==> config.mk <==
export PLATFORM = sky130hd
export DESIGN_NAME = stopwatch_bcd
export DESIGN_NICKNAME = d
export VERILOG_FILES = /design/src/rtl/stopwatch_bcd.sv
export SDC_FILE = /design/constraint.sdc
export NUM_CORES = 1
export LEC_CHECK = 0
export ABC_AREA = 1
export CORE_UTILIZATION = 57
export CTS_CLUSTER_SIZE = 12
export DETAILED_ROUTE_END_ITERATION = 7
export PLACE_DENSITY = 0.85
export SETUP_SLACK_MARGIN = 0.5
export SKIP_LAST_GASP = 1
export SYNTH_ARGS = -nofsm -noshare
export SYNTH_HDL_FRONTEND = slang
export SYNTH_SLANG_ARGS = --single-unit
==> constraint.sdc <==
create_clock -name CLK -period 2.39 [get_ports CLK]
set_input_delay 0.5975 -clock CLK [delete_from_list [all_inputs] [get_ports CLK]]
set_output_delay 0.5975 -clock CLK [all_outputs]
set_load 0.01 [all_outputs]
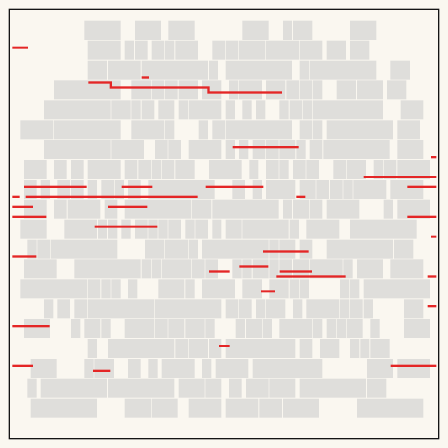
(metal 3)
Cells faint in the background.
main direction	horizontal
nets with wire on the layer	27
wire length on this layer	169 um
longest straight run	23.2 um
met3 Usage GRT: 0.0505
Vias: 1598
Post-Route WL: 3830 um

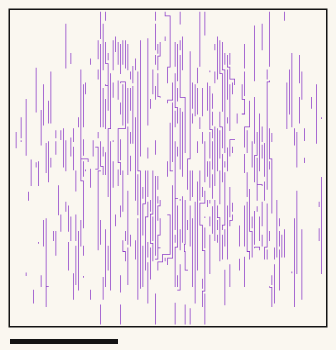
(metal 2)
Scale bar: 20 um.
share of all routed wire	51%
main direction	vertical
longest straight run	27.5 um
met2 GRT Util: 0.440

==> flow_metrics.env <==
# yosys + openroad results
export IMPL_area_leaders="dfrtp_1 (43%), ha_1 (12%), nand3_1 (7.1%)"
export IMPL_io_pins=31
export IMPL_rsz0062_at_grt="false"
export IMPL_synth_edff_count=0
export IMPL_yosys_area_top_type="dfrtp_1"
export IMPL_fp_dieH_um=58.5
export IMPL_portBuffers=30
export IMPL_cts_sinks=31
export IMPL_dp_cells=287
export IMPL_critPathBufInv=1
export IMPL_fin_skew_ps=9.95
export IMPL_vias_per_cell=5.11
export IMPL_p_sw_frac=0.369
export IMPL_clock_power_uw=356
export IMPL_lay_top_count="nand2_1"
export IMPL_status="completed"
export IMPL_n_clock_buffer=8
export IMPL_p_sw_uw=704
export IMPL_cp_end_kind="output pin"
export IMPL_core_util_floorplan=0.597
export IMPL_crit_fanout=2
export IMPL_top_usage_layer="met2"
export IMPL_tapCellCount=44
export IMPL_cts_setup_buffers=16
export IMPL_grt_max_degree=32
export IMPL_cts_hold_buf=0
export IMPL_setup_viol=0
export IMPL_synthFlopType="dfrtp_1"
export IMPL_fmax_mhz=539
export IMPL_power_frac_comb=0.437
export IMPL_cts_resized_gates=6
